$ cat config.mk
export PLATFORM = sky130hd
export DESIGN_NAME = fetch_align_ctrl
export DESIGN_NICKNAME = d
export VERILOG_FILES = /design/src/rtl/riscv_fetch_pkg.sv /design/src/rtl/fetch_hw_buffer.sv /design/src/rtl/fetch_align_ctrl.sv
export SDC_FILE = /design/constraint.sdc
export NUM_CORES = 1
export LEC_CHECK = 0
export CORE_UTILIZATION = 57
export DETAILED_ROUTE_END_ITERATION = 7
export PLACE_DENSITY = 0.94
export SLEW_MARGIN = 30
export SYNTH_ARGS = -nofsm -noshare
export SYNTH_HDL_FRONTEND = slang
export SYNTH_SLANG_ARGS = --single-unit
$ cat constraint.sdc
create_clock -name clk -period 6.9 [get_ports clk]
set_input_delay 0.69 -clock clk [delete_from_list [all_inputs] [get_ports clk]]
set_output_delay 0.69 -clock clk [all_outputs]
set_load 0.005 [all_outputs]
$ cat src/rtl/riscv_fetch_pkg.sv
// riscv_fetch_pkg: shared types and constants for the RV32IC fetch aligner
package riscv_fetch_pkg;
  localparam logic [1:0] RVC_QUAD_32 = 2'b11;
  localparam logic [31:0] DEF_START_PC = 32'h8000006c;
  typedef enum logic [1:0] {BOOT, RUN, HOLD} fetch_state_e;
  typedef logic [15:0] half_t;
endpackage

$ cat src/rtl/fetch_hw_buffer.sv
// fetch_hw_buffer: 4-halfword shift queue, oldest halfword at the bottom
module fetch_hw_buffer
  import riscv_fetch_pkg::*;
(
  input  logic       clk,
  input  logic       reset,
  input  logic       clear,
  input  logic       app1,
  input  logic       app2,
  input  logic       cons1,
  input  logic       cons2,
  input  half_t      app_lo,
  input  half_t      app_hi,
  output half_t      hw0,
  output half_t      hw1,
  output logic [2:0] count
);
  logic [63:0] q, q_n;
  logic [2:0] base;
  logic [1:0] cons;
  always_comb begin
    cons = cons2 ? 2'd2 : {1'b0, cons1};
    base = count - {1'b0, cons};
    q_n = q >> {cons, 4'b0};
    if (app1 || app2) q_n[{base[1:0], 4'b0} +: 16] = app_lo;
    if (app2) q_n[{base[1:0] + 2'd1, 4'b0} +: 16] = app_hi;
  end
  always_ff @(posedge clk or negedge reset)
    if (!reset) begin
      q <= '0;
      count <= '0;
    end else begin
      q <= clear ? '0 : q_n;
      count <= clear ? 3'd0 : base + {1'b0, app2, app1};
    end
  assign hw0 = q[15:0];
  assign hw1 = q[31:16];
endmodule

$ cat src/rtl/fetch_align_ctrl.sv
// fetch_align_ctrl: word fetch sequencer realigning halfwords into RV32IC instructions
module fetch_align_ctrl
  import riscv_fetch_pkg::*;
#(
  parameter int              PC_W     = 32,
  parameter int              ADDR_W   = 11,
  parameter logic [PC_W-1:0] START_PC = PC_W'(DEF_START_PC)
) (
  input  logic              clk,
  input  logic              reset,
  input  logic              fetch_en,
  input  logic              redirect_valid,
  input  logic [PC_W-1:0]   redirect_pc,
  output logic              mem_req,
  output logic [ADDR_W-1:0] mem_addr,
  input  logic [31:0]       mem_rdata,
  output logic              out_valid,
  input  logic              out_ready,
  output logic [31:0]       out_instr,
  output logic [PC_W-1:0]   out_pc,
  output logic              out_compressed
);
  fetch_state_e state;
  logic [PC_W-1:0] fetch_pc;
  logic pending, skip_lo, is32, fire, app;
  logic [2:0] count;
  logic [3:0] occ;
  half_t hw0, hw1;
  logic unused_bit0;
  assign unused_bit0 = redirect_pc[0];
  fetch_hw_buffer u_buf (
    .clk    (clk),
    .reset  (reset),
    .clear  (redirect_valid),
    .app1   (app && skip_lo),
    .app2   (app && !skip_lo),
    .cons1  (fire && !is32),
    .cons2  (fire && is32),
    .app_lo (skip_lo ? mem_rdata[31:16] : mem_rdata[15:0]),
    .app_hi (mem_rdata[31:16]),
    .hw0    (hw0),
    .hw1    (hw1),
    .count  (count)
  );
  // occupancy counts the outstanding word as two halfwords so a response always fits
  assign occ = {1'b0, count} + {2'b0, pending, 1'b0};
  assign mem_req = state == RUN && !redirect_valid && occ <= 4'd2;
  assign mem_addr = fetch_pc[ADDR_W+1:2];
  assign app = pending && !redirect_valid;
  assign is32 = hw0[1:0] == RVC_QUAD_32;
  assign out_valid = count != 3'd0 && (!is32 || count >= 3'd2);
  assign out_compressed = out_valid && !is32;
  assign out_instr = !out_valid ? 32'h0 : is32 ? {hw1, hw0} : {16'h0000, hw0};
  assign fire = out_valid && out_ready && !redirect_valid;
  always_ff @(posedge clk or negedge reset)
    if (!reset) begin
      state <= BOOT;
      pending <= 1'b0;
      skip_lo <= 1'b0;
      fetch_pc <= START_PC;
      out_pc <= START_PC;
    end else begin
      state <= (state == BOOT || fetch_en) ? RUN : HOLD;
      pending <= mem_req;
      skip_lo <= redirect_valid ? redirect_pc[1] : app ? 1'b0 : skip_lo;
      fetch_pc <= redirect_valid ? {redirect_pc[PC_W-1:2], 2'b00} :
                  mem_req ? fetch_pc + PC_W'(4) : fetch_pc;
      out_pc <= redirect_valid ? {redirect_pc[PC_W-1:1], 1'b0} :
                fire ? out_pc + (is32 ? PC_W'(4) : PC_W'(2)) : out_pc;
    end
endmodule

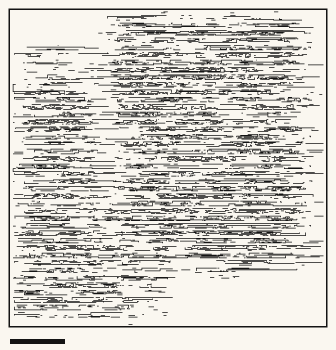
Figure 1: run 1, signal wires on met1.
Scale bar: 20 um.
The layer carries 8900 um of wire. 909 nets have wire on it. The longest straight run is 47.8 um. The wires run mostly horizontal.
met1 Use GR: 46.0%
via count: 7591

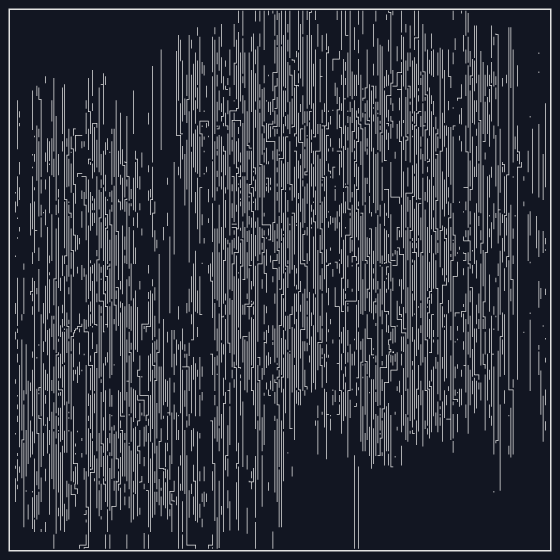
Figure 2: run 1, signal wires on met2.
The wires run mostly vertical. The layer carries 11400 um of wire. 893 nets have wire on it. The layer holds 47% of the routed length. The longest straight run is 45.6 um.
final WL: 24100 um
global-route met2 utilization: 59.0%

==> GITHUB_STEP_SUMMARY, run 1 <==
## Synthesis and layout report

| Metric | Value |
|---|---|
| Largest area contributor in the synthesized netlist | `dfrtp_1` |
| Number of antenna cells inserted | `0` |
| Net count entering floorplan | `906` |
| Cell count after placement | `1092` |
| Number of CTS-inserted buffers | `17` |
| Final Hold Violation Tally | `0` |
| Number of ports placed on the die boundary | `147` |
| Status | `finished, final reports clean` |
| GRT Residual Overflow | `0` |
| Avg WL per Cell | `21.5 um` |
| Final clock skew | `7.12 ps` |
| Residual DRC count | `0` |
| Count of nets after finishing | `1020` |
| Relative slew slack | `38.5%` |
| P&R area growth vs syn | `28.0%` |
| Register area | `2840 um2` |
| Overall die height | `116 um` |
| Number of slew-limit violations in the final report | `0` |
| Count of instantiated cells in the yosys netlist | `825` |
| HPWL Detailed | `14500 um` |
| Final cycle utilization of the critical path | `73.0%` |
| Maximum number of pins on one net before global-route repair | `102` |
| Number of synthesized flops with an enable pin | `0` |
| Via count of the first global-routing pass | `7484` |
| FMAX | `0.199 GHz` |
| Maximum fanout along the worst path | `33` |
| Gates resized, CTS repair | `0` |
| Worst reg2reg path endpoint | `u_buf.q[13]` |
| Clock-pin slew of the registers on the worst-case setup and hold paths | `60 ps` |
| Sequential fraction of the synthesis area | `38.5%` |
| Placeable Area | `12600 um2` |
| Max VDD drop | `237 uV` |
| Buffers on Ports | `144` |
| Finished Layout Cells | `1124` |
| PwrDens | `220 nW/um2` |
| Post-synth design cell area | `7380 um2` |
| Total Negative Setup Slacks | `0 ps` |
| Crit path setup slack, layout | `1870 ps` |
| Combined global-route utilization of all metal layers | `37.5%` |
| Logic depth of the worst register-to-register path | `9` |
| Detailed Routing Iterations Pass 1 | `7` |
| Unique masters post-synth | `60` |
| Source-to-sink clock delay at the later pin of the worst-skew pair | `430 ps` |
| Count of tool warnings | `32` |
| Fraction of registers with async set/reset | `100%` |
| Instance tally after logic synthesis | `825` |
| Initial drt markers | `1015` |
| Critical Path Start Type | `flop` |
| Final Core Density | `74.8%` |
| Clk Tree Root Cell | `clkbuf_16` |
| Largest cells by area | `dfrtp_1, nand2_1, mux2_2, xnor2_1, nor2b_1` |
| Crit. Startpoint | `u_buf.q[0]` |
| Sum of internal, switching and leakage power | `2070 uW` |
| Destination of the critical timing path | `u_buf.q[13]` |
| Number of max-cap violations | `0` |
| Warning count from the yosys run | `0` |
| Leakage Power | `0.00372 uW` |
| Reg2reg setup slack | `1870 ps` |
| Class of the most critical hold timing path | `input pin to async pin` |
| Endpoints failing setup | `0` |
| Chip area | `13400 um2` |
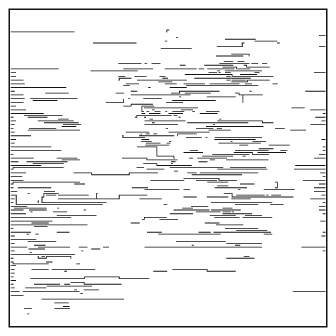
Figure 3: run 1, signal wires on met3.
The wires run mostly horizontal. The layer holds 12% of the routed length. 238 nets have wire on it. The layer carries 2830 um of wire. The longest straight run is 42.8 um.

-- run 1: cells in the final DEF, fill, tap and decap left out, types with 14 or more instances in the layout --
cell type	n
a211o_1	14
a211oi_1	31
a21oi_1	45
a221o_1	17
a22oi_1	16
and2_1	18
and3_1	17
clkbuf_16	17
clkdlybuf4s50_1	142
dfrtp_1	104
inv_1	15
mux2_2	36
nand2_1	138
nand3_1	22
nor2_1	38
nor2b_1	38
o21ai_0	37
xnor2_1	31
-- run 1: stage by stage --
stage,hold slack [ps],area [um2]
6_report,313,9450
5_1_grt,357,9450
4_1_cts,333,9440
3_5_place_dp,537,8840
3_3_place_gp,503,8820
2_1_floorplan,394,7380
-- run 1: critical path, stage by stage, from the launching register on --
cell	delay [ps]
dfrtp_1	450
nand2_2	650
inv_2	490
or4_4	760
fa_1	650
ha_1	350
nor3_1	320
nand4_1	770
nor2b_1	380
a211o_1	150
-- run 1: final cells by class --
class | instances | area share, %
clock buffer | 17 | 4.50
inverter | 18 | 0.715
sequential | 113 | 30.1
timing repair buffer | 156 | 16.2
tap | 172 | 2.28
clock inverter | 15 | 1.83
multi-input combinational | 633 | 44.4
-- run 1: where the power goes --
group          switching [uW]  internal (uW)  total (uW)
logic                     217            183         400
registers                55.4            713         769
clock network             363            542         905
-- run 1: logic make-up (layout without fill, tap and decap cells) --
group           Yosys count  count (layout)  share of synthesized area, %
compound gates          229             229                          23.8
xor+xnor                 33              33                          3.92
fa+ha+maj                12              12                          2.34
buf+inv                  79             206                          4.75
flops                   113             113                          38.5
mux                      37              37                          5.63
other cells               1               1                        0.0508
simple gates            321             321                          21.0
-- run 1: cell usage after synthesis (2+ instances only) --
cell type	count
nor4_1	11
clkbuf_1	36
a21oi_4	2
nor3_1	12
a221o_1	17
o22ai_1	2
and4_1	7
and3_1	17
a2111oi_4	2
inv_1	15
xnor2_1	31
a32oi_1	8
buf_1	3
nand3_1	22
a222oi_1	9
a211o_1	14
fa_1	3
nand2_1	138
or3_1	2
a311oi_1	6
buf_2	16
ha_1	9
a22oi_1	16
nor2b_1	38
dfrtp_1	104
clkinv_1	2
buf_6	3
o311ai_0	4
buf_4	3
mux2_2	36
dfstp_2	9
nor2_1	39
a31oi_1	3
or2_2	2
a21oi_1	45
nand2b_1	2
xor2_1	2
o21ai_0	37
o211ai_1	12
a211oi_1	31
nand4_1	8
a21o_1	5
and2_1	18
a311oi_2	8
-- run 1: routing by layer --
| metal | wire [um] | up-vias | GRT usage (%) |
|---|---|---|---|
| met4 | 1020 | 0 | 22.1 |
| met2 | 11400 | 621 | 59.0 |
| met5 | 0 | - | 0 |
| met3 | 2830 | 118 | 10.8 |
| li1 | - | 3253 | - |
| met1 | 8900 | 3599 | 46.0 |
-- run 1: sequential cells by signal, summed over array words and instances (netlist names) --
signal and cells:
u_buf.count 3, u_buf.q 64, state 2, fetch_pc 11, pending 1, out_pc 31
skip_lo 1
--- run 2 (diff from run 1) ---
--- a/config.mk
+++ b/config.mk
@@ -5,9 +5,9 @@
 export SDC_FILE = /design/constraint.sdc
 export NUM_CORES = 1
 export LEC_CHECK = 0
-export CORE_UTILIZATION = 57
+export CORE_UTILIZATION = 53
 export DETAILED_ROUTE_END_ITERATION = 7
-export PLACE_DENSITY = 0.94
+export PLACE_DENSITY = 0.89
 export SLEW_MARGIN = 30
 export SYNTH_ARGS = -nofsm -noshare
 export SYNTH_HDL_FRONTEND = slang
==> constraint.sdc (replaced) <==
create_clock -name clk -period 5 [get_ports clk]
set_input_delay 0.5 -clock clk [delete_from_list [all_inputs] [get_ports clk]]
set_output_delay 0.5 -clock clk [all_outputs]
set_load 0.005 [all_outputs]
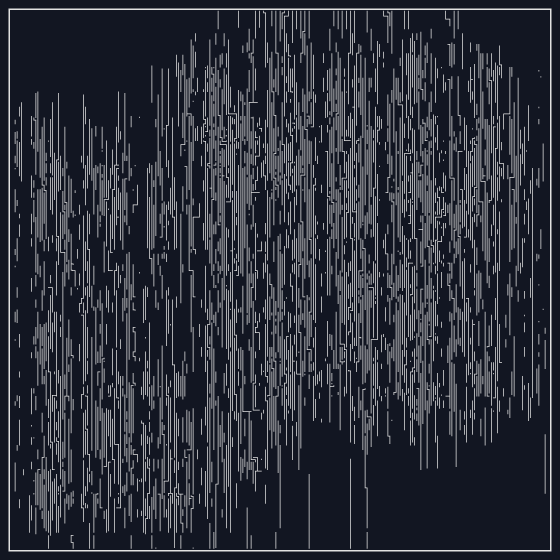
Figure 4: run 2, signal wires on met2.
The layer carries 10800 um of wire. The longest straight run is 51.0 um. 863 nets have wire on it. The wires run mostly vertical. The layer holds 47% of the routed length.

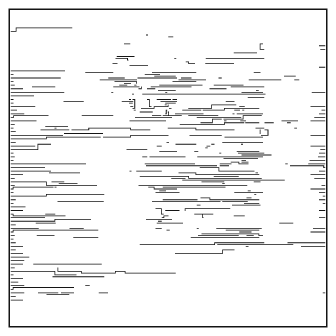
Figure 5: run 2, signal wires on met3.
The wires run mostly horizontal. The layer holds 11% of the routed length. The layer carries 2540 um of wire.

==> GITHUB_STEP_SUMMARY, run 2 <==
## Synthesis and layout report

| Metric | Value |
|---|---|
| Placeable Area | `13400 um2 (was 12600 um2)` |
| Max VDD drop | `232 uV (was 237 uV)` |
| Number of synthesized flops with an enable pin | `0 (unchanged)` |
| Logic depth of the worst register-to-register path | `8 (was 9)` |
| Max reg flops | `64 (unchanged)` |
| Chip area | `14400 um2 (was 13400 um2)` |
| Leakage Power | `0.00374 uW (was 0.00372 uW)` |
| PwrDens | `291 nW/um2 (was 220 nW/um2)` |
| Residual DRC count | `6 (was 0)` |
| Register area | `2840 um2 (unchanged)` |
| Most flops, register | `u_buf.q (unchanged)` |
| Initial drt markers | `879 (was 1015)` |
| Final clock skew | `7.77 ps (was 7.12 ps)` |
| Overall die height | `120 um (was 116 um)` |
| Final cycle utilization of the critical path | `80.1%` |
| HPWL Detailed | `14400 um (was 14500 um)` |
| Count of tool warnings | `32 (unchanged)` |
| Class of the most critical hold timing path | `input pin to async pin (unchanged)` |
| Critical Path Start Type | `input pin (was flop)` |
| Top cell excl fill/tap | `clkdlybuf4s50_1 (unchanged)` |
| Net count entering floorplan | `906 (unchanged)` |
| Number of ports placed on the die boundary | `147 (unchanged)` |
| Status | `finished, violations left (was finished, final reports clean)` |
| Unique masters post-synth | `60 (unchanged)` |
| Count of nets after finishing | `1027 (was 1020)` |
| P&R area growth vs syn | `28.2% (was 28.0%)` |
| Maximum number of pins on one net before global-route repair | `101 (was 102)` |
| Relative slew slack | `42.4% (was 38.5%)` |
| Leading cell types in the layout, fill and taps excluded | `clkdlybuf4s50_1, nand2_1, dfrtp_1 (unchanged)` |
| Number of slew-limit violations in the final report | `0 (unchanged)` |
| Largest area contributor in the synthesized netlist | `dfrtp_1 (unchanged)` |
| Detailed Routing Iterations Pass 1 | `8 (was 7)` |
| Failing checks | `DRC` |
| Warning count from the yosys run | `0 (unchanged)` |
| Maximum fanout along the worst path | `14 (was 33)` |
| Sequential fraction of the synthesis area | `38.5% (unchanged)` |
==> run 2: cell counts after synthesis <==
No cell type changed its count.
==> run 2: layout make-up <==
class	count	area share, %
Inverter	18	0.714
Tap cell	176	2.33
Clock buffer	26	5.28
Timing Repair Buffer	163	16.7
Multi-Input combinational cell	633	44.3
Sequential cell	113	30.0
Clock inverter	6	0.608
==> run 2: path summary, 6_finish.rpt <==
path / from / slack (ps) / to
worst max register to register: u_buf.count[1] / 1200 / u_buf.q[62]
worst min register to register: fetch_pc[3] / 530 / fetch_pc[3]
max in group asynchronous: reset / 3900 / out_pc[6]
worst max-delay path: out_ready / 1000 / u_buf.q[62]
min in group clk: fetch_pc[3] / 530 / fetch_pc[3]
worst min-delay path: reset / 90 / u_buf.q[3]
==> run 2: cells by family (layout without fill, tap and decap cells) <==
kind of cell             count (synthesis)  count (layout)  share of synthesized area, %
AND/OR/NAND/NOR                        321             321                          21.0
AND-OR/OR-AND                          229             229                          23.8
flip-flops                             113             113                          38.5
buffers and inverters                   79             213                          4.75
multiplexers                            37              37                          5.63
XOR/XNOR                                33              33                          3.92
adder cells (fa/ha/maj)                 12              12                          2.34
other                                    1               1                        0.0508
==> run 2: through the flow <==
stage / worst slack (ps) / instances / utilization [%] / instance area (um2) / power (uW)
finish: 997 / 1135 / 70.6 / 9460 / 2750
global route: 849 / 1135 / 70.6 / 9460 / 2850
CTS: 1100 / 1135 / 70.5 / 9450 / 2750
detailed placement: 755 / 1103 / 66.4 / 8890 / 1600
global placement: 796 / 1103 / 66.4 / 8890 / 1590
floorplan: 1540 / 825 / - / 7380 / 1340
==> run 2: layer usage <==
metal  track usage (%)  wire, um  share of wire [%]  up-vias
li1                  -         -                  -     3273
met1              41.5      8780                 39     3554
met2              52.2     10800                 47      477
met3              8.98      2540                 11       78
met4              16.0       701                3.1        0
met5                 0         0                  0        -
==> run 2: critical path, cell delays in order <==
cell             delay, ps
clkdlybuf4s50_1        610
nand2b_1               170
or4_4                  640
fa_1                   570
ha_1                   420
nor2b_1                290
and3_1                 690
a21oi_1                150
a211oi_1               280
==> run 2: power by group <==
| group | leakage, uW | switching (uW) | internal (uW) |
|---|---|---|---|
| Clock | 0.000274 | 420 | 732 |
| Sequential | 0.00147 | 71.8 | 985 |
| Combinational | 0.00200 | 291 | 254 |
| Total | 0.00374 | 783 | 1970 |
--- run 3 (diff from run 2) ---
==> constraint.sdc (replaced) <==
create_clock -name clk -period 4.1 [get_ports clk]
set_input_delay 0.41 -clock clk [delete_from_list [all_inputs] [get_ports clk]]
set_output_delay 0.41 -clock clk [all_outputs]
set_load 0.005 [all_outputs]
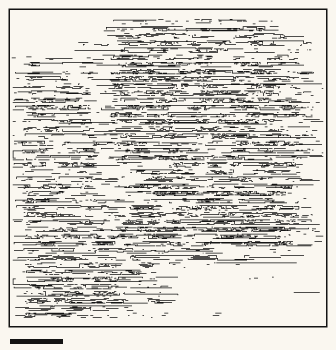
Figure 6: run 3, signal wires on met1.
Scale bar: 20 um.
The layer holds 37% of the routed length. The wires run mostly horizontal.

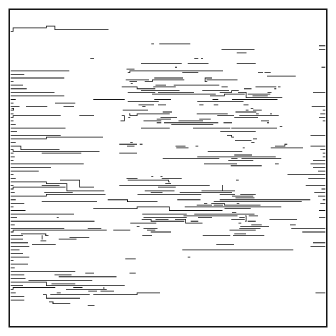
Figure 7: run 3, signal wires on met3.
The longest straight run is 41.9 um. The wires run mostly horizontal. 202 nets have wire on it. The layer holds 11% of the routed length.
final WL: 23300 um
routing usage on met3: 11.0%

==> GITHUB_STEP_SUMMARY, run 3 <==
## Synthesis and layout report

| Metric | Value |
|---|---|
| Status | `finished, final reports clean (was finished, violations left)` |
| Count of nets after finishing | `1034 (was 1027)` |
| Initial drt markers | `902 (was 879)` |
| GRT Residual Overflow | `0 (unchanged)` |
| Clock-pin slew of the registers on the worst-case setup and hold paths | `60 ps (was 50 ps)` |
| Final cycle utilization of the critical path | `88.2%` |
| HPWL Detailed | `14700 um (was 14400 um)` |
| Number of slew-limit violations in the final report | `0 (unchanged)` |
| Final clock skew | `7.87 ps (was 7.77 ps)` |
| Source-to-sink clock delay at the later pin of the worst-skew pair | `430 ps (was 420 ps)` |
| Placeable Area | `13400 um2 (unchanged)` |
| Top cell excl fill/tap | `clkdlybuf4s50_1 (unchanged)` |
| Largest area contributor in the synthesized netlist | `dfrtp_1 (unchanged)` |
| Registers with the most flip-flops | `u_buf.q: 64 flops, out_pc: 31 flops, fetch_pc: 11 flops (unchanged)` |
| Total Negative Setup Slacks | `0 ps (unchanged)` |
| Sequential fraction of the synthesis area | `38.5% (unchanged)` |
| Leakage Power | `0.00383 uW (was 0.00374 uW)` |
| Gates resized, CTS repair | `0 (unchanged)` |
| Clk Tree Root Cell | `clkbuf_16 (unchanged)` |
| Number of CTS-inserted buffers | `17 (unchanged)` |
| Unique masters post-synth | `60 (unchanged)` |
| Register area | `2840 um2 (about the same)` |
| Max VDD drop | `336 uV (was 232 uV)` |
| Number of max-cap violations | `0 (unchanged)` |
| Warning count from the yosys run | `0 (unchanged)` |
| Via count | `7390 (was 7382)` |
| Overall die height | `120 um (unchanged)` |
| Post-synth design cell area | `7380 um2 (unchanged)` |
| Class of the most critical hold timing path | `input pin to async pin (unchanged)` |
| Number of synthesized flops with an enable pin | `0 (unchanged)` |
| Relative slew slack | `44.0% (was 42.4%)` |
| Maximum number of pins on one net before global-route repair | `101 (unchanged)` |
| Detailed Routing Iterations Pass 1 | `7 (was 8)` |
| Leading cell types in the layout, fill and taps excluded | `clkdlybuf4s50_1, nand2_1, dfrtp_1 (unchanged)` |
| Critical Path Start Type | `input pin (unchanged)` |
| Most flops, register | `u_buf.q (unchanged)` |
| Largest cells by area | `dfrtp_1, nand2_1, mux2_2, xnor2_1, nor2b_1 (unchanged)` |
| Net count entering floorplan | `906 (unchanged)` |
| Count of tool warnings | `33 (was 32)` |
| Number of ports placed on the die boundary | `147 (unchanged)` |
| Most used standard cell by instance count after synthesis | `nand2_1 (unchanged)` |
| PwrDens | `378 nW/um2 (was 291 nW/um2)` |
| Number of antenna cells inserted | `0 (unchanged)` |
| Finished Layout Cells | `1142 (was 1135)` |
| Instance tally after logic synthesis | `825 (unchanged)` |
| Final Hold Violation Tally | `0 (unchanged)` |
| Count of instantiated cells in the yosys netlist | `825 (unchanged)` |
| Via count of the first global-routing pass | `7532 (was 7370)` |
| Fraction of registers with async set/reset | `100% (unchanged)` |
| Cell count after placement | `1110 (was 1103)` |
run 3: cell counts after synthesis:
Identical to the previous run, type by type.
run 3: worst paths after layout:
kind                              from  cells past startpoint     endpoint  slack (ps)
min in group clk           fetch_pc[3]                      2  fetch_pc[3]         520
max                          out_ready                      9  u_buf.q[29]         480
max reg2reg                 u_buf.q[0]                      9  u_buf.q[29]         650
min                              reset                      1  u_buf.q[35]          70
min reg2reg                fetch_pc[3]                      2  fetch_pc[3]         520
max in group asynchronous        reset                      2   out_pc[28]        3240
run 3: worst max-delay path, cell delays in order:
cell and delay [ps]:
clkdlybuf4s50_1 630, nand2b_1 190, or4_4 530, fa_1 540, ha_1 420, nand3_1 140
a21oi_4 490, a222oi_1 220, a211oi_1 340
run 3: stage by stage:
stage / power (uW) / hold slack (ps) / utilization [%] / worst slack, ps / instance area, um2
after floorplan: 1630 / 114 / - / 695 / 7380
after CTS: 3640 / 109 / 71.8 / 552 / 9630
final: 3640 / 70.8 / 71.9 / 483 / 9630
after detailed placement: 1970 / 507 / 66.9 / 167 / 8960
after global placement: 1950 / 505 / 66.9 / 247 / 8960
after global routing: 3770 / 143 / 71.9 / 297 / 9630
run 3: cell type report:
type / instances / area share, %
clock buffers: 22 / 5.03
clock inverters: 10 / 1.87
inverters: 18 / 0.702
multi-input cells: 633 / 43.5
flip-flops and latches: 113 / 29.5
well taps: 176 / 2.29
repair buffers: 170 / 17.1
run 3: kinds of logic after synthesis:
family / after synthesis / share of synthesized area (%)
AND/OR/NAND/NOR: 321 / 21.0
AND-OR/OR-AND: 229 / 23.8
flip-flops: 113 / 38.5
buffers and inverters: 79 / 4.75
multiplexers: 37 / 5.63
XOR/XNOR: 33 / 3.92
adder cells (fa/ha/maj): 12 / 2.34
other: 1 / 0.0508
run 3: where the power goes:
group / switching, uW / internal, uW
sequential: 98.7 / 1200
clock: 537 / 1140
combinational: 347 / 321
total: 982 / 2660
run 3: metal layers:
layer  GRT usage [%]  part of all wire (%)
met1            40.5                    37
met2            54.6                    47
met3            11.0                    11
met4            18.2                   3.8
met5               0                     0

==> screenshots <==
Met4 routing.
shot_01.png
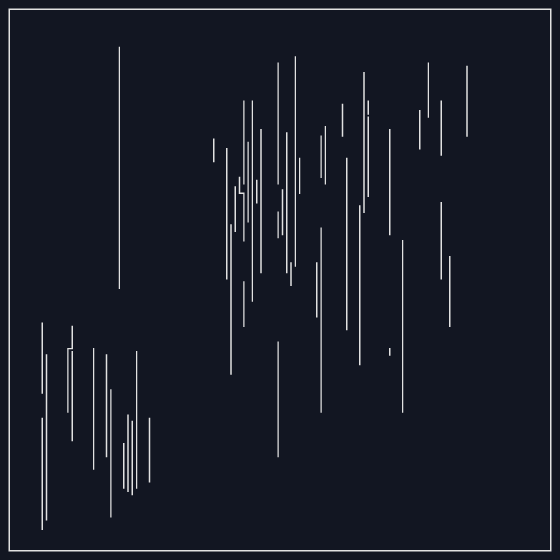
shot_02.png
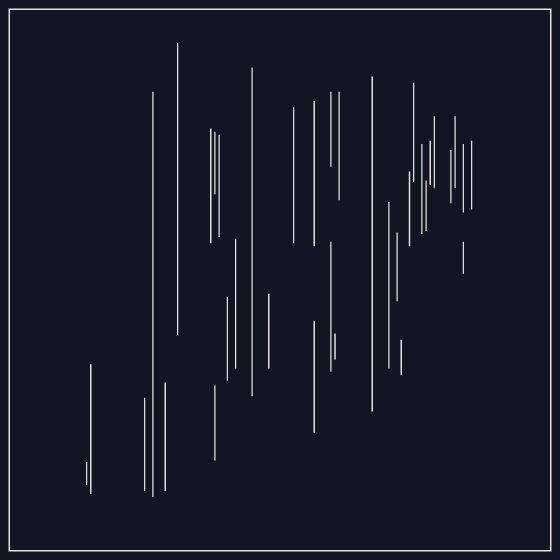
shot_03.png
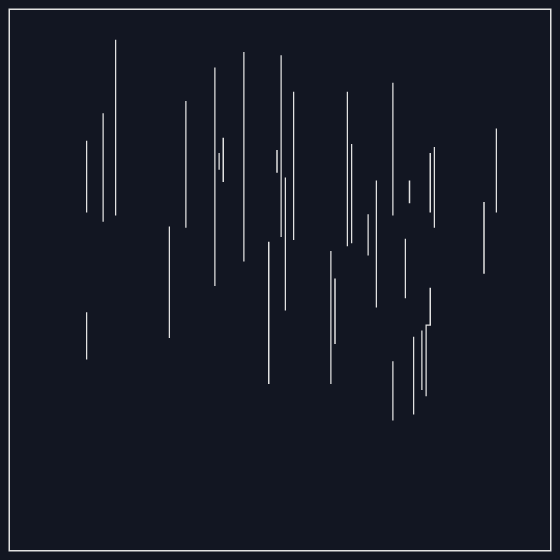
- shot_02.png = run 3
- shot_01.png = run 1
- shot_03.png = run 2

Power figures rest on the tool's default switching activity, not on a simulated workload.
